==> config.mk <==
export PLATFORM = sky130hd
export DESIGN_NAME = axi4l_arbiter2_flat
export DESIGN_NICKNAME = d
export VERILOG_FILES = /design/src/rtl/axi4l_arbiter2_if.sv /design/src/rtl/axi4l_arbiter2.sv /design/src/flat_wrapper.sv
export SDC_FILE = /design/constraint.sdc
export NUM_CORES = 1
export LEC_CHECK = 0
export CAP_MARGIN = 20
export CORE_AREA = 5 5 169 171
export CTS_CLUSTER_SIZE = 40
export DETAILED_ROUTE_END_ITERATION = 7
export DIE_AREA = 0 0 174 176
export SLEW_MARGIN = 20
export SYNTH_ARGS = -nofsm -noshare
export SYNTH_HDL_FRONTEND = slang
export SYNTH_SLANG_ARGS = --single-unit
==> constraint.sdc <==
create_clock -name aclk -period 1.5 [get_ports aclk]
set_input_delay 0.3 -clock aclk [delete_from_list [all_inputs] [get_ports aclk]]
set_output_delay 0.3 -clock aclk [all_outputs]
set_load 0.01 [all_outputs]
==> src/rtl/axi4l_arbiter2_if.sv <==
// AXI4-Lite shared types and bus interface.
//
// axi4l_pkg : address, data, strobe and response types used by every
//             AXI4-Lite port in the design.
// axi4l_if  : one AXI4-Lite link (AW, W, B, AR, R channels).
//   modport master : drives AW/W/AR payload and valids, B/R readies.
//   modport slave  : drives AW/W/AR readies, B/R payload and valids.

package axi4l_pkg;
    typedef logic [31:0] addr_t;
    typedef logic [31:0] data_t;
    typedef logic [3:0]  strb_t;
    typedef logic [1:0]  resp_t;
endpackage

interface axi4l_if;
    axi4l_pkg::addr_t awaddr;
    logic             awvalid;
    logic             awready;
    axi4l_pkg::data_t wdata;
    axi4l_pkg::strb_t wstrb;
    logic             wvalid;
    logic             wready;
    axi4l_pkg::resp_t bresp;
    logic             bvalid;
    logic             bready;
    axi4l_pkg::addr_t araddr;
    logic             arvalid;
    logic             arready;
    axi4l_pkg::data_t rdata;
    axi4l_pkg::resp_t rresp;
    logic             rvalid;
    logic             rready;

    modport master (
        output awaddr, awvalid, input awready,
        output wdata, wstrb, wvalid, input wready,
        input  bresp, bvalid, output bready,
        output araddr, arvalid, input arready,
        input  rdata, rresp, rvalid, output rready
    );

    modport slave (
        input  awaddr, awvalid, output awready,
        input  wdata, wstrb, wvalid, output wready,
        output bresp, bvalid, input bready,
        input  araddr, arvalid, output arready,
        output rdata, rresp, rvalid, input rready
    );
endinterface

==> src/rtl/axi4l_arbiter2.sv <==
// Two-master / one-slave AXI4-Lite arbiter.
//
// The write path (AW+W+B) and the read path (AR+R) are arbitrated by two
// independent FSMs, each holding at most one transaction in flight. The
// grant is registered in the IDLE state; all forwarding afterwards is a
// combinational mux steered by that registered grant.
//
// Ports:
//   aclk   : clock, rising edge.
//   areset : synchronous active-high reset.
//   m0     : master port 0 (wins the first contended arbitration).
//   m1     : master port 1.
//   s      : shared downstream slave.
//
// Configuration macro:
//   AXI4L_ARB_FIXED_PRIO_EN : when defined the round-robin pointers never
//   advance, so m0 always wins simultaneous requests (m1 may starve).
//   Default (undefined): round-robin, pointer moves to the other master
//   after every completed transaction.

module axi4l_arbiter2 (
    input  logic    aclk,
    input  logic    areset,
    axi4l_if.slave  m0,
    axi4l_if.slave  m1,
    axi4l_if.master s
);

    typedef enum logic [1:0] {W_IDLE, W_ADDR, W_RESP} wstate_t;
    typedef enum logic [1:0] {R_IDLE, R_ADDR, R_DATA} rstate_t;

    // ------------------------------------------------------------------
    // Write channel state
    // ------------------------------------------------------------------
    wstate_t w_state, w_state_next;
    logic    wgnt, wgnt_next;       // 0 = m0, 1 = m1
    logic    wptr, wptr_next;       // preferred master on contention
    logic    aw_done, aw_done_next;
    logic    w_done, w_done_next;

    // ------------------------------------------------------------------
    // Read channel state
    // ------------------------------------------------------------------
    rstate_t r_state, r_state_next;
    logic    rgnt, rgnt_next;
    logic    rptr, rptr_next;

    // Requests seen in IDLE
    logic w_req0, w_req1, r_req0, r_req1;

    // Granted-master views of master-driven handshake signals
    logic sel_awvalid, sel_wvalid, sel_bready, sel_arvalid, sel_rready;

    // Channel phase enables derived from registered state only
    logic fwd_aw, fwd_w, fwd_b, fwd_ar, fwd_r;

    // Slave-side handshakes
    logic aw_hs, w_hs, b_hs, ar_hs, r_hs;

    assign w_req0 = m0.awvalid || m0.wvalid;
    assign w_req1 = m1.awvalid || m1.wvalid;
    assign r_req0 = m0.arvalid;
    assign r_req1 = m1.arvalid;

    assign sel_awvalid = wgnt ? m1.awvalid : m0.awvalid;
    assign sel_wvalid  = wgnt ? m1.wvalid  : m0.wvalid;
    assign sel_bready  = wgnt ? m1.bready  : m0.bready;
    assign sel_arvalid = rgnt ? m1.arvalid : m0.arvalid;
    assign sel_rready  = rgnt ? m1.rready  : m0.rready;

    // A completed AW or W phase stays masked until the transaction ends so
    // the slave never sees a second valid for the same beat.
    assign fwd_aw = (w_state == W_ADDR) && !aw_done;
    assign fwd_w  = (w_state == W_ADDR) && !w_done;
    assign fwd_b  = (w_state == W_RESP);
    assign fwd_ar = (r_state == R_ADDR);
    assign fwd_r  = (r_state == R_DATA);

    assign aw_hs = s.awvalid && s.awready;
    assign w_hs  = s.wvalid  && s.wready;
    assign b_hs  = s.bvalid  && s.bready;
    assign ar_hs = s.arvalid && s.arready;
    assign r_hs  = s.rvalid  && s.rready;

    // ------------------------------------------------------------------
    // Slave-side outputs
    // ------------------------------------------------------------------
    assign s.awvalid = fwd_aw && sel_awvalid;
    assign s.awaddr  = wgnt ? m1.awaddr : m0.awaddr;
    assign s.wvalid  = fwd_w && sel_wvalid;
    assign s.wdata   = wgnt ? m1.wdata : m0.wdata;
    assign s.wstrb   = wgnt ? m1.wstrb : m0.wstrb;
    assign s.bready  = fwd_b && sel_bready;
    assign s.arvalid = fwd_ar && sel_arvalid;
    assign s.araddr  = rgnt ? m1.araddr : m0.araddr;
    assign s.rready  = fwd_r && sel_rready;

    // ------------------------------------------------------------------
    // Master-side outputs: only the granted master sees ready/valid.
    // Response payloads go to both masters unconditionally.
    // ------------------------------------------------------------------
    assign m0.awready = fwd_aw && !wgnt && s.awready;
    assign m1.awready = fwd_aw &&  wgnt && s.awready;
    assign m0.wready  = fwd_w  && !wgnt && s.wready;
    assign m1.wready  = fwd_w  &&  wgnt && s.wready;
    assign m0.bvalid  = fwd_b  && !wgnt && s.bvalid;
    assign m1.bvalid  = fwd_b  &&  wgnt && s.bvalid;
    assign m0.bresp   = s.bresp;
    assign m1.bresp   = s.bresp;

    assign m0.arready = fwd_ar && !rgnt && s.arready;
    assign m1.arready = fwd_ar &&  rgnt && s.arready;
    assign m0.rvalid  = fwd_r  && !rgnt && s.rvalid;
    assign m1.rvalid  = fwd_r  &&  rgnt && s.rvalid;
    assign m0.rdata   = s.rdata;
    assign m1.rdata   = s.rdata;
    assign m0.rresp   = s.rresp;
    assign m1.rresp   = s.rresp;

    // ------------------------------------------------------------------
    // Write FSM
    // ------------------------------------------------------------------
    always_ff @(posedge aclk) begin
        if (areset) begin
            w_state <= W_IDLE;
            wgnt    <= 1'b0;
            wptr    <= 1'b0;
            aw_done <= 1'b0;
            w_done  <= 1'b0;
        end else begin
            w_state <= w_state_next;
            wgnt    <= wgnt_next;
            wptr    <= wptr_next;
            aw_done <= aw_done_next;
            w_done  <= w_done_next;
        end
    end

    always_comb begin
        w_state_next = w_state;
        wgnt_next    = wgnt;
        wptr_next    = wptr;
        aw_done_next = aw_done;
        w_done_next  = w_done;
        unique case (w_state)
            W_IDLE: begin
                if (w_req0 || w_req1) begin
                    wgnt_next    = (w_req0 && w_req1) ? wptr : w_req1;
                    w_state_next = W_ADDR;
                end
            end
            W_ADDR: begin
                if (aw_hs) aw_done_next = 1'b1;
                if (w_hs)  w_done_next  = 1'b1;
                // Advance in the same cycle the later of AW/W completes.
                if ((aw_done || aw_hs) && (w_done || w_hs)) begin
                    w_state_next = W_RESP;
                end
            end
            W_RESP: begin
                if (b_hs) begin
                    w_state_next = W_IDLE;
                    aw_done_next = 1'b0;
                    w_done_next  = 1'b0;
`ifdef AXI4L_ARB_FIXED_PRIO_EN
                    wptr_next    = wptr;
`else
                    wptr_next    = ~wgnt;
`endif
                end
            end
            default: w_state_next = W_IDLE;
        endcase
    end

    // ------------------------------------------------------------------
    // Read FSM
    // ------------------------------------------------------------------
    always_ff @(posedge aclk) begin
        if (areset) begin
            r_state <= R_IDLE;
            rgnt    <= 1'b0;
            rptr    <= 1'b0;
        end else begin
            r_state <= r_state_next;
            rgnt    <= rgnt_next;
            rptr    <= rptr_next;
        end
    end

    always_comb begin
        r_state_next = r_state;
        rgnt_next    = rgnt;
        rptr_next    = rptr;
        unique case (r_state)
            R_IDLE: begin
                if (r_req0 || r_req1) begin
                    rgnt_next    = (r_req0 && r_req1) ? rptr : r_req1;
                    r_state_next = R_ADDR;
                end
            end
            R_ADDR: begin
                if (ar_hs) r_state_next = R_DATA;
            end
            R_DATA: begin
                if (r_hs) begin
                    r_state_next = R_IDLE;
`ifdef AXI4L_ARB_FIXED_PRIO_EN
                    rptr_next    = rptr;
`else
                    rptr_next    = ~rgnt;
`endif
                end
            end
            default: r_state_next = R_IDLE;
        endcase
    end

endmodule

==> src/flat_wrapper.sv <==
// flat-port wrapper written by rule: the top's interface ports become plain ports
module axi4l_arbiter2_flat 
  (aclk, areset, m0_awaddr, m0_awvalid, m0_awready, m0_wdata, m0_wstrb, m0_wvalid, m0_wready, m0_bresp, m0_bvalid, m0_bready, m0_araddr, m0_arvalid, m0_arready, m0_rdata, m0_rresp, m0_rvalid, m0_rready, m1_awaddr, m1_awvalid, m1_awready, m1_wdata, m1_wstrb, m1_wvalid, m1_wready, m1_bresp, m1_bvalid, m1_bready, m1_araddr, m1_arvalid, m1_arready, m1_rdata, m1_rresp, m1_rvalid, m1_rready, s_awaddr, s_awvalid, s_awready, s_wdata, s_wstrb, s_wvalid, s_wready, s_bresp, s_bvalid, s_bready, s_araddr, s_arvalid, s_arready, s_rdata, s_rresp, s_rvalid, s_rready);
  axi4l_if m0_i ();
  axi4l_if m1_i ();
  axi4l_if s_i ();
  input  logic aclk;
  input  logic areset;
  input wire logic [$bits(m0_i.awaddr)-1:0] m0_awaddr;
  input wire logic [$bits(m0_i.awvalid)-1:0] m0_awvalid;
  output wire logic [$bits(m0_i.awready)-1:0] m0_awready;
  input wire logic [$bits(m0_i.wdata)-1:0] m0_wdata;
  input wire logic [$bits(m0_i.wstrb)-1:0] m0_wstrb;
  input wire logic [$bits(m0_i.wvalid)-1:0] m0_wvalid;
  output wire logic [$bits(m0_i.wready)-1:0] m0_wready;
  output wire logic [$bits(m0_i.bresp)-1:0] m0_bresp;
  output wire logic [$bits(m0_i.bvalid)-1:0] m0_bvalid;
  input wire logic [$bits(m0_i.bready)-1:0] m0_bready;
  input wire logic [$bits(m0_i.araddr)-1:0] m0_araddr;
  input wire logic [$bits(m0_i.arvalid)-1:0] m0_arvalid;
  output wire logic [$bits(m0_i.arready)-1:0] m0_arready;
  output wire logic [$bits(m0_i.rdata)-1:0] m0_rdata;
  output wire logic [$bits(m0_i.rresp)-1:0] m0_rresp;
  output wire logic [$bits(m0_i.rvalid)-1:0] m0_rvalid;
  input wire logic [$bits(m0_i.rready)-1:0] m0_rready;
  input wire logic [$bits(m1_i.awaddr)-1:0] m1_awaddr;
  input wire logic [$bits(m1_i.awvalid)-1:0] m1_awvalid;
  output wire logic [$bits(m1_i.awready)-1:0] m1_awready;
  input wire logic [$bits(m1_i.wdata)-1:0] m1_wdata;
  input wire logic [$bits(m1_i.wstrb)-1:0] m1_wstrb;
  input wire logic [$bits(m1_i.wvalid)-1:0] m1_wvalid;
  output wire logic [$bits(m1_i.wready)-1:0] m1_wready;
  output wire logic [$bits(m1_i.bresp)-1:0] m1_bresp;
  output wire logic [$bits(m1_i.bvalid)-1:0] m1_bvalid;
  input wire logic [$bits(m1_i.bready)-1:0] m1_bready;
  input wire logic [$bits(m1_i.araddr)-1:0] m1_araddr;
  input wire logic [$bits(m1_i.arvalid)-1:0] m1_arvalid;
  output wire logic [$bits(m1_i.arready)-1:0] m1_arready;
  output wire logic [$bits(m1_i.rdata)-1:0] m1_rdata;
  output wire logic [$bits(m1_i.rresp)-1:0] m1_rresp;
  output wire logic [$bits(m1_i.rvalid)-1:0] m1_rvalid;
  input wire logic [$bits(m1_i.rready)-1:0] m1_rready;
  output wire logic [$bits(s_i.awaddr)-1:0] s_awaddr;
  output wire logic [$bits(s_i.awvalid)-1:0] s_awvalid;
  input wire logic [$bits(s_i.awready)-1:0] s_awready;
  output wire logic [$bits(s_i.wdata)-1:0] s_wdata;
  output wire logic [$bits(s_i.wstrb)-1:0] s_wstrb;
  output wire logic [$bits(s_i.wvalid)-1:0] s_wvalid;
  input wire logic [$bits(s_i.wready)-1:0] s_wready;
  input wire logic [$bits(s_i.bresp)-1:0] s_bresp;
  input wire logic [$bits(s_i.bvalid)-1:0] s_bvalid;
  output wire logic [$bits(s_i.bready)-1:0] s_bready;
  output wire logic [$bits(s_i.araddr)-1:0] s_araddr;
  output wire logic [$bits(s_i.arvalid)-1:0] s_arvalid;
  input wire logic [$bits(s_i.arready)-1:0] s_arready;
  input wire logic [$bits(s_i.rdata)-1:0] s_rdata;
  input wire logic [$bits(s_i.rresp)-1:0] s_rresp;
  input wire logic [$bits(s_i.rvalid)-1:0] s_rvalid;
  output wire logic [$bits(s_i.rready)-1:0] s_rready;
  assign m0_i.awaddr = m0_awaddr;
  assign m0_i.awvalid = m0_awvalid;
  assign m0_awready = m0_i.awready;
  assign m0_i.wdata = m0_wdata;
  assign m0_i.wstrb = m0_wstrb;
  assign m0_i.wvalid = m0_wvalid;
  assign m0_wready = m0_i.wready;
  assign m0_bresp = m0_i.bresp;
  assign m0_bvalid = m0_i.bvalid;
  assign m0_i.bready = m0_bready;
  assign m0_i.araddr = m0_araddr;
  assign m0_i.arvalid = m0_arvalid;
  assign m0_arready = m0_i.arready;
  assign m0_rdata = m0_i.rdata;
  assign m0_rresp = m0_i.rresp;
  assign m0_rvalid = m0_i.rvalid;
  assign m0_i.rready = m0_rready;
  assign m1_i.awaddr = m1_awaddr;
  assign m1_i.awvalid = m1_awvalid;
  assign m1_awready = m1_i.awready;
  assign m1_i.wdata = m1_wdata;
  assign m1_i.wstrb = m1_wstrb;
  assign m1_i.wvalid = m1_wvalid;
  assign m1_wready = m1_i.wready;
  assign m1_bresp = m1_i.bresp;
  assign m1_bvalid = m1_i.bvalid;
  assign m1_i.bready = m1_bready;
  assign m1_i.araddr = m1_araddr;
  assign m1_i.arvalid = m1_arvalid;
  assign m1_arready = m1_i.arready;
  assign m1_rdata = m1_i.rdata;
  assign m1_rresp = m1_i.rresp;
  assign m1_rvalid = m1_i.rvalid;
  assign m1_i.rready = m1_rready;
  assign s_awaddr = s_i.awaddr;
  assign s_awvalid = s_i.awvalid;
  assign s_i.awready = s_awready;
  assign s_wdata = s_i.wdata;
  assign s_wstrb = s_i.wstrb;
  assign s_wvalid = s_i.wvalid;
  assign s_i.wready = s_wready;
  assign s_i.bresp = s_bresp;
  assign s_i.bvalid = s_bvalid;
  assign s_bready = s_i.bready;
  assign s_araddr = s_i.araddr;
  assign s_arvalid = s_i.arvalid;
  assign s_i.arready = s_arready;
  assign s_i.rdata = s_rdata;
  assign s_i.rresp = s_rresp;
  assign s_i.rvalid = s_rvalid;
  assign s_rready = s_i.rready;
  axi4l_arbiter2 u_core (.aclk(aclk), .areset(areset), .m0(m0_i), .m1(m1_i), .s(s_i));
endmodule
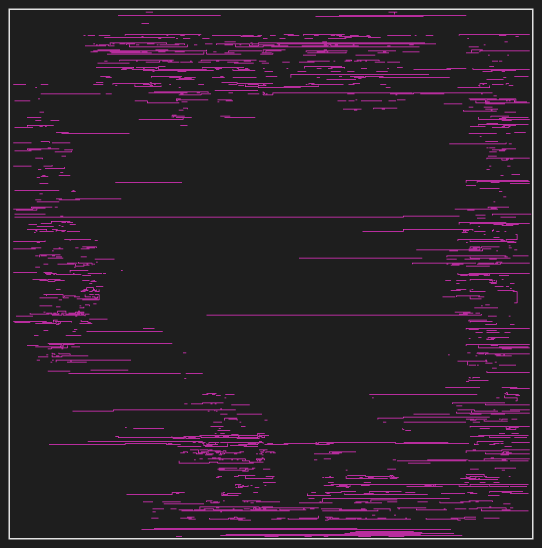
Fig. 1. Met1 routing (run 1).
(3 px per micron)
main direction	horizontal
longest straight run	130 microns
share of all routed wire	37%
wire length on this layer	6,410 microns
DR vias: 3,382
Post-Route WL: 17,400 microns

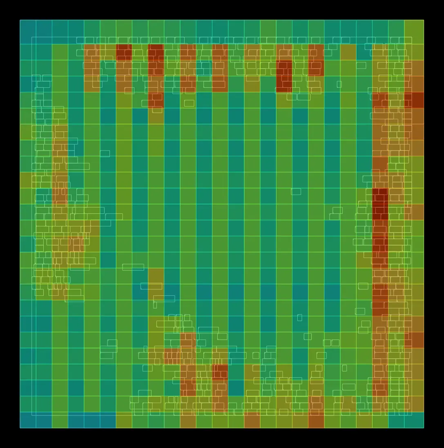
Fig. 2. Routing congestion (run 1).
final core utilization: 0.277
GR Util met2: 0.192
gr usage total: 0.102

==> reports/qor.txt, run 1 <==
Sink Count: 10
Final HPWL DP: 13,200 microns
Complex Gates by Area: 0.0524
Clk pwr share: 0.091
Post-route insts no fill: 962
RR Endpoint: u_core.w_state[1]
Post-synthesis async set-or-reset flop share: 0
Final setup vio count: 115
Combinational power share: 0.826
# Cells Yosys: 278
Fmax: 531 MHz
Status: finished with violations
Routed wl met3: 1740 microns
Layout cell share with drive strength beyond 1: 0.550
Crit share post-route: 1.26
Unrepaired setup endpoints after global routing: true
P_leak: 3.18 nW
CTS Hold Buffers Added: 0
Fillers: 2,799
HP Start: u_core.rptr
DIE WIDTH: 174 microns
Port bufs: 331
Failing checks: setup timing
Sequential power share: 0.083
Hold Crit Class: reg -> reg
Clock Power: 0.489 mW
Storage cell area: 218 sq um
Die height: 176 microns
Final Max Tran Viols: 0
PnR worst setup slack: -383 ps
First-pass GRT wire length: 23,800 microns
M3 GR Usage: 0.0415
Setup TNS: -24,930 ps
Regs by FF count: u_core.r_state: 2 flops, u_core.w_state: 2 flops
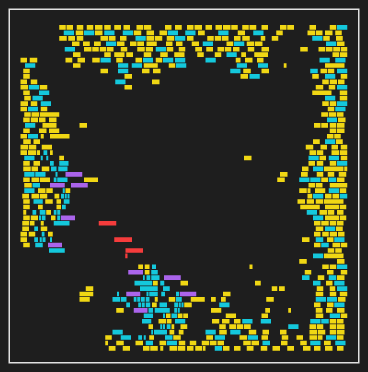
Fig. 3. Placement by cell class (run 1).
(2 px per micron)
color	class	cells	share of their area
purple	registers	10	3.1%
yellow	remaining buffers and delay cells	424	65%
cyan	remaining logic cells	182	31%
red	clock drivers and dummy loads	4	1.1%
number of core rows: 60
core box area: 26,700 sq um

==> run 2, diff against run 1 <==
Settings changed: ABC_AREA set to 0.
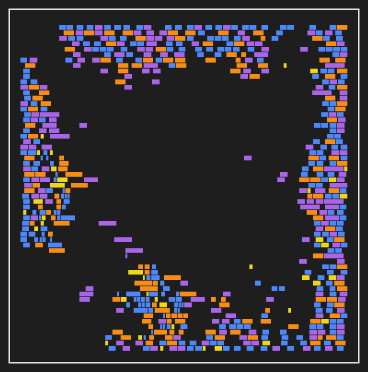
Fig. 4. Drive-strength map (run 2).
(2 px per micron)
color	size	cells	share	most used
yellow	x2	38	6.1%	buf_2
purple	x6 and larger	161	26%	buf_6
orange	x3 and x4	142	23%	mux2_4
blue	x1 and smaller	279	45%	clkdlybuf4s50_1

==> run 2 against run 1 <==
The flow still finishes with violations (setup timing). First-iteration DRC count stayed put. Area after synthesis unchanged. Routed wire length unchanged. Sequential share of layout area unchanged. Sequential power about the same. Final cell count stayed put. Critical path depth is the same. Hold slack unchanged. Maximum frequency unchanged.
==> reports/qor.txt, run 2 <==
Unrepaired setup endpoints after global routing: true
DIE WIDTH: 174 microns
First-pass GRT wire length: 23,800 microns
Final setup vio count: 115
Core box area: 26,700 sq um
Combinational power share: 0.826
Post-route insts no fill: 962
HP Start: u_core.rptr
GR Util met2: 0.192
Clk pwr share: 0.091
Post-Route WL: 17,400 microns
Storage cell area: 218 sq um
Crit share post-route: 1.26
Final Max Tran Viols: 0
CTS Hold Buffers Added: 0
Status: finished with violations
Setup TNS: -24,930 ps
PnR worst setup slack: -383 ps
Layout cell share with drive strength beyond 1: 0.550
Number of core rows: 60
Final HPWL DP: 13,200 microns
Regs by FF count: u_core.r_state: 2 flops, u_core.w_state: 2 flops
Port bufs: 331
Failing checks: setup timing
Fig. 5: run 2, gate-type map
(1.5 px per micron)
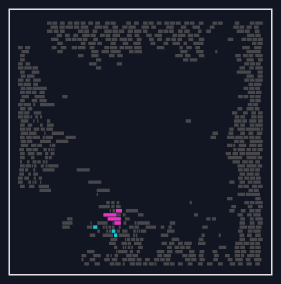

==> run 3, diff against run 2 <==
--- a/config.mk
+++ b/config.mk
@@ -17 +17,2 @@
 export SYNTH_SLANG_ARGS = --single-unit
+export TNS_END_PERCENT = 5
--- a/constraint.sdc
+++ b/constraint.sdc
@@ -3,2 +3,2 @@
 set_output_delay 0.3 -clock aclk [all_outputs]
-set_load 0.01 [all_outputs]
+set_load 0.02 [all_outputs]
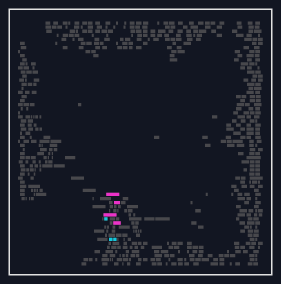
Fig. 6. Gate-type map (run 3).
(1.5 px per micron)
color	family	cells	most used
magenta	fa/ha/maj cells	4	ha_4
cyan	non-inverting ao/oa cells	3	a21o_1
post-route insts no fill: 908
combinational share of cell area: 0.308

==> run 3 against run 2 <==
The run still ends with setup timing left. Non-clock buffer count shrank 53. Die size unchanged. Setup slack improved by 100 ps. Combinational power is 16% lower. Via count shrank 9.9%. Register-to-register slack better by 30 ps. Sequential share of layout area is 0.51 points higher. Routed wire length fell by 12%. Sequential power shrank 2%. Area after synthesis unchanged. Clock power decreased by 1%. Critical path type unchanged. Largest power group unchanged. Highest routed layer unchanged.
==> reports/qor.txt, run 3 <==
Status: finished with violations
Failing checks: setup timing
Post-Route WL: 15,400 microns
Final setup vio count: 113
Final core utilization: 0.226
Fillers: 2,925
GR Util met2: 0.151
Sink Count: 10
HP Start: u_core.rptr
Crit share post-route: 1.19
PnR worst setup slack: -283 ps
Gr usage total: 0.0885
Setup TNS: -20,670 ps
RR Endpoint: u_core.w_state[1]
Routed wl met3: 1630 microns
Final Max Tran Viols: 0
Sequential power share: 0.095
Post-synthesis async set-or-reset flop share: 0
Core box area: 26,700 sq um
M3 GR Usage: 0.0424
DIE WIDTH: 174 microns
Hold Crit Class: reg -> reg
Port bufs: 331
Final HPWL DP: 13,000 microns
DR vias: 3,046
Complex Gates by Area: 0.0524
# Cells Yosys: 278
Regs by FF count: u_core.r_state: 2 flops, u_core.w_state: 2 flops
First-pass GRT wire length: 20,800 microns
Layout cell share with drive strength beyond 1: 0.494
Number of core rows: 60
P_leak: 2.49 nW
Fmax: 561 MHz
Unrepaired setup endpoints after global routing: true
Clock Power: 0.484 mW
Power is estimated from default activity; no workload was simulated.
